==> images/final_congestion.png <==
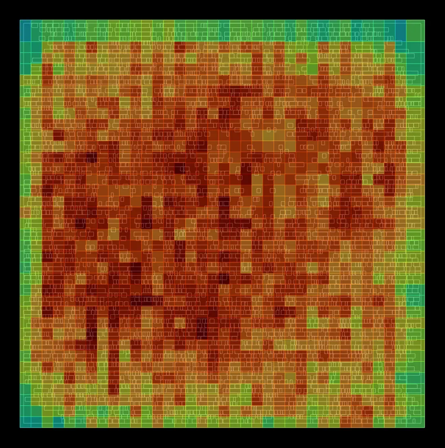
==> images/met4.png <==
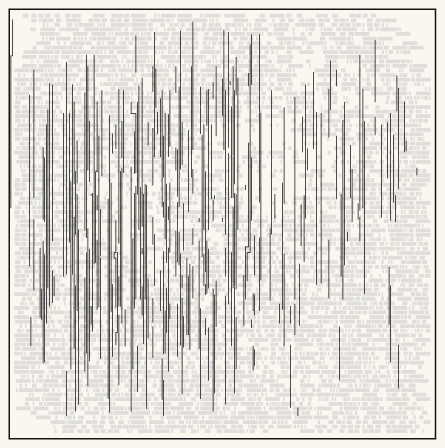
==> images/metal_stack.png <==
Only two layers are drawn.
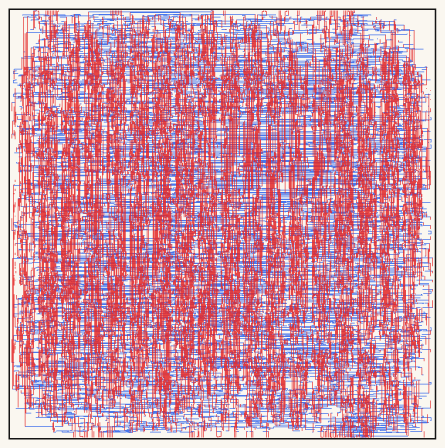
==> images/pdn.png <==
The bar under the picture is 100 um long. Pins as bars on the die edge. Tap cells in grey.
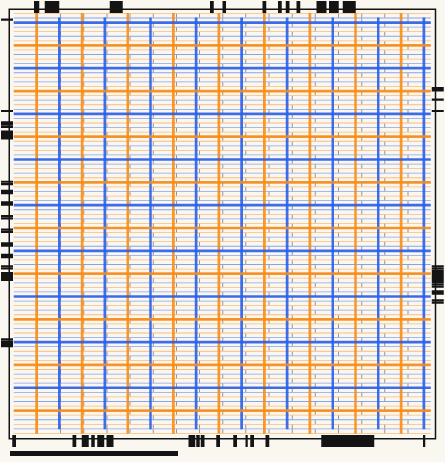
File: config.mk
export PLATFORM = sky130hd
export DESIGN_NAME = ndn_pit_cam
export DESIGN_NICKNAME = d
export VERILOG_FILES = /design/src/rtl/ndn_pkg.sv /design/src/rtl/ndn_prefix_match.sv /design/src/rtl/ndn_pit_cam.sv
export SDC_FILE = /design/constraint.sdc
export NUM_CORES = 2
export LEC_CHECK = 0
export CAP_MARGIN = 15
export CORE_AREA = 2 2 251 253
export DETAILED_ROUTE_END_ITERATION = 6
export DIE_AREA = 0 0 253 255
export PLACE_DENSITY = 0.79
export SETUP_SLACK_MARGIN = 0.4
export SLEW_MARGIN = 20
export SYNTH_ARGS = -nofsm -noshare
export SYNTH_HDL_FRONTEND = slang
export SYNTH_SLANG_ARGS = --single-unit
File: constraint.sdc
create_clock -name clk -period 42.8 [get_ports clk]
set_input_delay 6.42 -clock clk [delete_from_list [all_inputs] [get_ports clk]]
set_output_delay 6.42 -clock clk [all_outputs]
set_load 0.03 [all_outputs]
File: src/rtl/ndn_pkg.sv
// ndn_pkg -- shared types for the NDN pending-interest-table CAM.
//
// Holds the response-code and FSM-state enums, the stored table entry
// layout, and the prefix-mask helper. The entry struct is sized by the
// PIT_* constants below; the CAM's width parameters default to these, so a
// different prefix/length/face width is changed here, not per instance.
package ndn_pkg;

  localparam int PIT_PREFIX_W = 64;
  localparam int PIT_LEN_W    = 6;
  localparam int PIT_FACES    = 4;

  typedef enum logic [2:0] {
    RSP_INSERT    = 3'd0,
    RSP_AGGREGATE = 3'd1,
    RSP_FULL      = 3'd2,
    RSP_BADLEN    = 3'd3,
    RSP_HIT       = 3'd4,
    RSP_MISS      = 3'd5
  } rsp_code_t;

  typedef enum logic [1:0] {
    ST_IDLE   = 2'd0,
    ST_MATCH  = 2'd1,
    ST_COMMIT = 2'd2
  } pit_state_t;

  typedef struct packed {
    logic                    valid;
    logic [PIT_LEN_W-1:0]    len;
    logic [PIT_PREFIX_W-1:0] prefix;
    logic [PIT_FACES-1:0]    faces;
  } pit_entry_t;

  // Ones in the top 'len' bit positions (prefixes are left-aligned).
  // A shift of PIT_PREFIX_W or more yields all ones, which is the full-width case.
  function automatic logic [PIT_PREFIX_W-1:0] prefix_mask(input logic [PIT_LEN_W-1:0] len);
    return ~({PIT_PREFIX_W{1'b1}} >> len);
  endfunction

endpackage

File: src/rtl/ndn_prefix_match.sv
// ndn_prefix_match -- masked compare of one PIT entry against a request.
//
// Ports:
//   entry_valid/entry_len/entry_prefix : stored entry fields
//   req_len/req_prefix                 : captured request fields
//   req_mask                           : ones over the top req_len bits
//   hit                                : entry valid, lengths equal, masked prefixes equal
module ndn_prefix_match #(
  parameter int PREFIX_W = 64,
  parameter int LEN_W    = 6
) (
  input  logic                entry_valid,
  input  logic [LEN_W-1:0]    entry_len,
  input  logic [PREFIX_W-1:0] entry_prefix,
  input  logic [LEN_W-1:0]    req_len,
  input  logic [PREFIX_W-1:0] req_prefix,
  input  logic [PREFIX_W-1:0] req_mask,
  output logic                hit
);

  // Bits below the prefix length are don't-care on both sides.
  assign hit = entry_valid
            && (entry_len == req_len)
            && (((entry_prefix ^ req_prefix) & req_mask) == '0);

endmodule

File: src/rtl/ndn_pit_cam.sv
// ndn_pit_cam -- NDN pending interest table with a fully parallel CAM lookup.
//
// Interests insert or aggregate a name prefix with a face bitmap; data
// lookups consume a matching entry and return the faces to forward to.
// Each accepted request walks IDLE -> MATCH -> COMMIT -> IDLE, and the
// response is registered on the COMMIT->IDLE edge.
//
// Handshake: a request transfers on a rising edge where valid and ready are
// both high; ready depends only on FSM state (and, for interests, on
// dat_valid, since data wins a tie) and never on the same port's valid.
// Request fields are captured on that edge and may change afterwards.
//
// Ports:
//   clk, rst                           : clock, async active-high reset
//   int_valid/int_ready/int_prefix/int_len/int_face : interest request
//   dat_valid/dat_ready/dat_prefix/dat_len           : data lookup
//   rsp_valid/rsp_code/rsp_entry/rsp_faces           : one-cycle response
//   occupancy                          : number of valid entries
//   expire_valid/expire_entry/expire_faces           : lifetime expiry pulse
//   dbg_state                          : current FSM state (pit_state_t)
//
// Build option: define NDN_PIT_TIMEOUT_EN to add per-entry lifetime counters.
// Without it, entries persist until a data hit and expire_* are constant 0.
module ndn_pit_cam
  import ndn_pkg::*;
#(
  parameter int PREFIX_W = PIT_PREFIX_W,
  parameter int LEN_W    = PIT_LEN_W,
  parameter int ENTRIES  = 8,
  parameter int FACES    = PIT_FACES,
  parameter int LIFETIME = 1000,
  localparam int IDX_W   = $clog2(ENTRIES),
  localparam int FACE_W  = $clog2(FACES)
) (
  input  logic                clk,
  input  logic                rst,
  input  logic                int_valid,
  output logic                int_ready,
  input  logic [PREFIX_W-1:0] int_prefix,
  input  logic [LEN_W-1:0]    int_len,
  input  logic [FACE_W-1:0]   int_face,
  input  logic                dat_valid,
  output logic                dat_ready,
  input  logic [PREFIX_W-1:0] dat_prefix,
  input  logic [LEN_W-1:0]    dat_len,
  output logic                rsp_valid,
  output logic [2:0]          rsp_code,
  output logic [IDX_W-1:0]    rsp_entry,
  output logic [FACES-1:0]    rsp_faces,
  output logic [IDX_W:0]      occupancy,
  output logic                expire_valid,
  output logic [IDX_W-1:0]    expire_entry,
  output logic [FACES-1:0]    expire_faces,
  output logic [1:0]          dbg_state
);

  pit_state_t          state_q;
  pit_entry_t          table_q [ENTRIES];

  logic                req_is_data_q;
  logic [PREFIX_W-1:0] req_prefix_q;
  logic [LEN_W-1:0]    req_len_q;
  logic [FACE_W-1:0]   req_face_q;

  // Lookup results registered at the MATCH->COMMIT edge.
  logic                hit_q;
  logic                free_q;
  logic                len_ok_q;
  logic [IDX_W-1:0]    hit_idx_q;
  logic [IDX_W-1:0]    free_idx_q;

  logic [IDX_W:0]      occ_q;
  logic                rsp_valid_q;
  rsp_code_t           rsp_code_q;
  logic [IDX_W-1:0]    rsp_entry_q;
  logic [FACES-1:0]    rsp_faces_q;

  logic                dat_fire;
  logic                int_fire;
  logic [PREFIX_W-1:0] req_mask;
  logic [ENTRIES-1:0]  hit_vec;
  logic                hit_any;
  logic                free_any;
  logic [IDX_W-1:0]    hit_idx;
  logic [IDX_W-1:0]    free_idx;
  logic                len_ok;
  logic [FACES-1:0]    face_bit;
  logic [FACES-1:0]    agg_faces;

  assign dat_ready = !rst && (state_q == ST_IDLE);
  assign int_ready = !rst && (state_q == ST_IDLE) && !dat_valid;
  assign dat_fire  = dat_valid && dat_ready;
  assign int_fire  = int_valid && int_ready;

  assign req_mask  = prefix_mask(req_len_q);
  assign len_ok    = (req_len_q != '0) && (int'(req_len_q) <= PREFIX_W);

  for (genvar g = 0; g < ENTRIES; g++) begin : g_match
    ndn_prefix_match #(
      .PREFIX_W(PREFIX_W),
      .LEN_W   (LEN_W)
    ) u_match (
      .entry_valid (table_q[g].valid),
      .entry_len   (table_q[g].len),
      .entry_prefix(table_q[g].prefix),
      .req_len     (req_len_q),
      .req_prefix  (req_prefix_q),
      .req_mask    (req_mask),
      .hit         (hit_vec[g])
    );
  end

  // Lowest index wins for both the hit and the free slot: scan downwards so
  // the last assignment is the lowest matching index.
  always_comb begin
    hit_any  = 1'b0;
    hit_idx  = '0;
    free_any = 1'b0;
    free_idx = '0;
    for (int i = ENTRIES - 1; i >= 0; i--) begin
      if (hit_vec[i]) begin
        hit_any = 1'b1;
        hit_idx = IDX_W'(i);
      end
      if (!table_q[i].valid) begin
        free_any = 1'b1;
        free_idx = IDX_W'(i);
      end
    end
  end

  always_comb begin
    face_bit             = '0;
    face_bit[req_face_q] = 1'b1;
    agg_faces            = table_q[hit_idx_q].faces | face_bit;
  end

`ifdef NDN_PIT_TIMEOUT_EN
  localparam int CNT_W = $clog2(LIFETIME + 1);

  logic [CNT_W-1:0]   life_q [ENTRIES];
  logic [ENTRIES-1:0] load_vec;
  logic               exp_any;
  logic [IDX_W-1:0]   exp_idx;
  logic               expire_valid_q;
  logic [IDX_W-1:0]   expire_entry_q;
  logic [FACES-1:0]   expire_faces_q;

  // Reload the lifetime of the entry an interest inserts into or aggregates on.
  always_comb begin
    load_vec = '0;
    if (state_q == ST_COMMIT && len_ok_q && !req_is_data_q) begin
      if (hit_q)
        load_vec[hit_idx_q] = 1'b1;
      else if (free_q)
        load_vec[free_idx_q] = 1'b1;
    end
  end

  always_comb begin
    exp_any = 1'b0;
    exp_idx = '0;
    for (int i = ENTRIES - 1; i >= 0; i--) begin
      if (table_q[i].valid && life_q[i] == '0) begin
        exp_any = 1'b1;
        exp_idx = IDX_W'(i);
      end
    end
  end

  // Counters saturate at zero; an expired entry waits there until the FSM
  // has a quiet IDLE cycle to retire it.
  always_ff @(posedge clk or posedge rst) begin
    if (rst) begin
      for (int i = 0; i < ENTRIES; i++) life_q[i] <= '0;
    end else begin
      for (int i = 0; i < ENTRIES; i++) begin
        if (load_vec[i])
          life_q[i] <= CNT_W'(LIFETIME - 1);
        else if (life_q[i] != '0)
          life_q[i] <= life_q[i] - 1'b1;
      end
    end
  end

  assign expire_valid = expire_valid_q;
  assign expire_entry = expire_entry_q;
  assign expire_faces = expire_faces_q;
`else
  assign expire_valid = 1'b0;
  assign expire_entry = '0;
  assign expire_faces = '0;
`endif

  always_ff @(posedge clk or posedge rst) begin
    if (rst) begin
      state_q       <= ST_IDLE;
      for (int i = 0; i < ENTRIES; i++) table_q[i] <= '0;
      req_is_data_q <= 1'b0;
      req_prefix_q  <= '0;
      req_len_q     <= '0;
      req_face_q    <= '0;
      hit_q         <= 1'b0;
      free_q        <= 1'b0;
      len_ok_q      <= 1'b0;
      hit_idx_q     <= '0;
      free_idx_q    <= '0;
      occ_q         <= '0;
      rsp_valid_q   <= 1'b0;
      rsp_code_q    <= RSP_INSERT;
      rsp_entry_q   <= '0;
      rsp_faces_q   <= '0;
`ifdef NDN_PIT_TIMEOUT_EN
      expire_valid_q <= 1'b0;
      expire_entry_q <= '0;
      expire_faces_q <= '0;
`endif
    end else begin
      rsp_valid_q <= 1'b0;
`ifdef NDN_PIT_TIMEOUT_EN
      expire_valid_q <= 1'b0;
`endif
      case (state_q)
        ST_IDLE: begin
          if (dat_fire) begin
            req_is_data_q <= 1'b1;
            req_prefix_q  <= dat_prefix;
            req_len_q     <= dat_len;
            req_face_q    <= '0;
            state_q       <= ST_MATCH;
          end else if (int_fire) begin
            req_is_data_q <= 1'b0;
            req_prefix_q  <= int_prefix;
            req_len_q     <= int_len;
            req_face_q    <= int_face;
            state_q       <= ST_MATCH;
          end
`ifdef NDN_PIT_TIMEOUT_EN
          else if (exp_any) begin
            expire_valid_q          <= 1'b1;
            expire_entry_q          <= exp_idx;
            expire_faces_q          <= table_q[exp_idx].faces;
            table_q[exp_idx].valid  <= 1'b0;
            table_q[exp_idx].faces  <= '0;
            occ_q                   <= occ_q - 1'b1;
          end
`endif
        end

        ST_MATCH: begin
          hit_q      <= hit_any;
          hit_idx_q  <= hit_idx;
          free_q     <= free_any;
          free_idx_q <= free_idx;
          len_ok_q   <= len_ok;
          state_q    <= ST_COMMIT;
        end

        ST_COMMIT: begin
          rsp_valid_q <= 1'b1;
          rsp_entry_q <= '0;
          rsp_faces_q <= '0;
          if (!len_ok_q) begin
            rsp_code_q <= RSP_BADLEN;
          end else if (req_is_data_q) begin
            if (hit_q) begin
              rsp_code_q                <= RSP_HIT;
              rsp_entry_q               <= hit_idx_q;
              rsp_faces_q               <= table_q[hit_idx_q].faces;
              table_q[hit_idx_q].valid  <= 1'b0;
              table_q[hit_idx_q].faces  <= '0;
              occ_q                     <= occ_q - 1'b1;
            end else begin
              rsp_code_q <= RSP_MISS;
            end
          end else if (hit_q) begin
            rsp_code_q               <= RSP_AGGREGATE;
            rsp_entry_q              <= hit_idx_q;
            rsp_faces_q              <= agg_faces;
            table_q[hit_idx_q].faces <= agg_faces;
          end else if (free_q) begin
            rsp_code_q                 <= RSP_INSERT;
            rsp_entry_q                <= free_idx_q;
            rsp_faces_q                <= face_bit;
            table_q[free_idx_q].valid  <= 1'b1;
            table_q[free_idx_q].len    <= req_len_q;
            table_q[free_idx_q].prefix <= req_prefix_q & req_mask;
            table_q[free_idx_q].faces  <= face_bit;
            occ_q                      <= occ_q + 1'b1;
          end else begin
            rsp_code_q <= RSP_FULL;
          end
          state_q <= ST_IDLE;
        end

        default: state_q <= ST_IDLE;
      endcase
    end
  end

  assign rsp_valid = rsp_valid_q;
  assign rsp_code  = rsp_code_q;
  assign rsp_entry = rsp_entry_q;
  assign rsp_faces = rsp_faces_q;
  assign occupancy = occ_q;
  assign dbg_state = state_q;

endmodule

==> results.txt <==
run results: outcome finished, final reports clean, CP most frequent cell clkdlybuf4s50_1, Comb area share 44.0%, WL met2 64000 um, 1st-iter DRT viols 4409, Synth top area share 47.0%, Worst Hold Class reg2reg, Synth Instances 3997, switching power 905 uW, Die Y 255 um, synth-to-layout area growth 12.7%, YS warnings 0, antenna-violating nets left 0, crit-path max FO 4, Final min period 14.66 ns, fmax 0.0682 GHz, Max-Cap Viols 0, setup violators final 0, first-pass GRT wire length 216000 um, DRC Markers 0, met1 wire length 55800 um, nets 4153, clock skew 0.0247 ns, switching share of power 40.7%, Leak Pwr 0.0170 uW, H-tree depth 3, fraction of the cycle the final worst path needs 34.2%, Overall Global Routing Usage 46.6%, main logic family after synthesis AND-OR/OR-AND gates
Back to the opening pictures, final_congestion.png:
WL per Instance: 30.8 um
Finished Core Util: 66.5%
Most Crowded Layer GR: met2
global-route met1 utilization: 61.2%

Back to the opening pictures, met4.png:
longest straight run: 177 um
nets with wire on the layer: 203
share of all routed wire: 8.0%

Back to the opening pictures, metal_stack.png:
legend:
  red:
    layer: met2
    wire_length: 64.0 mm
  blue:
    layer: met1
    wire_length: 55.8 mm

Back to the opening pictures, pdn.png:
legend:
  blue:
    net: VDD
  orange:
    net: VSS
tap cells: 799
met4 straps: 18
signal pins: 173
met5 straps: 18
met1 rails: 93

[power groups by stage]
stage	Sequential (uW)	Clock (uW)	Combinational, uW
after floorplan	739	0	460
after global placement	802	0	695
after detailed placement	804	0	699
after CTS	793	689	705
after global routing	801	715	758
final	796	690	739
[final timing paths]
| kind | from | to | slack [ns] |
|---|---|---|---|
| max | rst | dat_ready | 28.14 |
| min | table_q[303]$_DFFE_PP0P_ | table_q[303]$_DFFE_PP0P_ | 0.48 |
| max reg2reg | req_len_q[4]$_DFFE_PP0P_ | hit_idx_q[2]$_DFFE_PP0N_ | 37.64 |
| min reg2reg | table_q[303]$_DFFE_PP0P_ | table_q[303]$_DFFE_PP0P_ | 0.48 |
| max in group asynchronous | rst | req_prefix_q[36]$_DFFE_PP0P_ | 33.84 |
| min in group asynchronous | rst | rsp_faces[0]$_DFFE_PP0P_ | 6.40 |
[through the flow]
step	utilization, %	total power (uW)	setup WS [ns]	hold WS [ns]	cell area [um^2]
final	66.5	2230	28.14	0.480	41400
after global routing	66.5	2270	28.08	0.507	41400
after CTS	66.5	2190	28.18	0.484	41300
after detailed placement	62.3	1500	28.20	0.470	38700
after global placement	62.3	1500	28.22	0.462	38700
after floorplan	-	1200	17.03	0.449	36700
[flip-flops by register name, indices dropped and copies added, names as in the netlist]
register,cells
dbg_state,2
req_prefix_q,63
free_idx_q,3
len_ok_q,1
req_is_data_q,1
req_len_q,6
rsp_code,3
rsp_faces,4
table_q,592
occupancy,4
free_q,1
rsp_valid,1
rsp_entry,3
hit_idx_q,3
hit_q,1
req_face_q,2
[cells by family (layout without fill, tap and decap cells)]
family | count (synthesis) | in the layout
fa+ha+maj | 6 | 6
mux | 71 | 71
compound gates | 1127 | 1127
buf+inv | 336 | 392
flops | 690 | 690
xor+xnor | 555 | 555
other cells | 1 | 9
simple gates | 1211 | 1211
Power figures rest on the tool's default switching activity, not on a simulated workload.
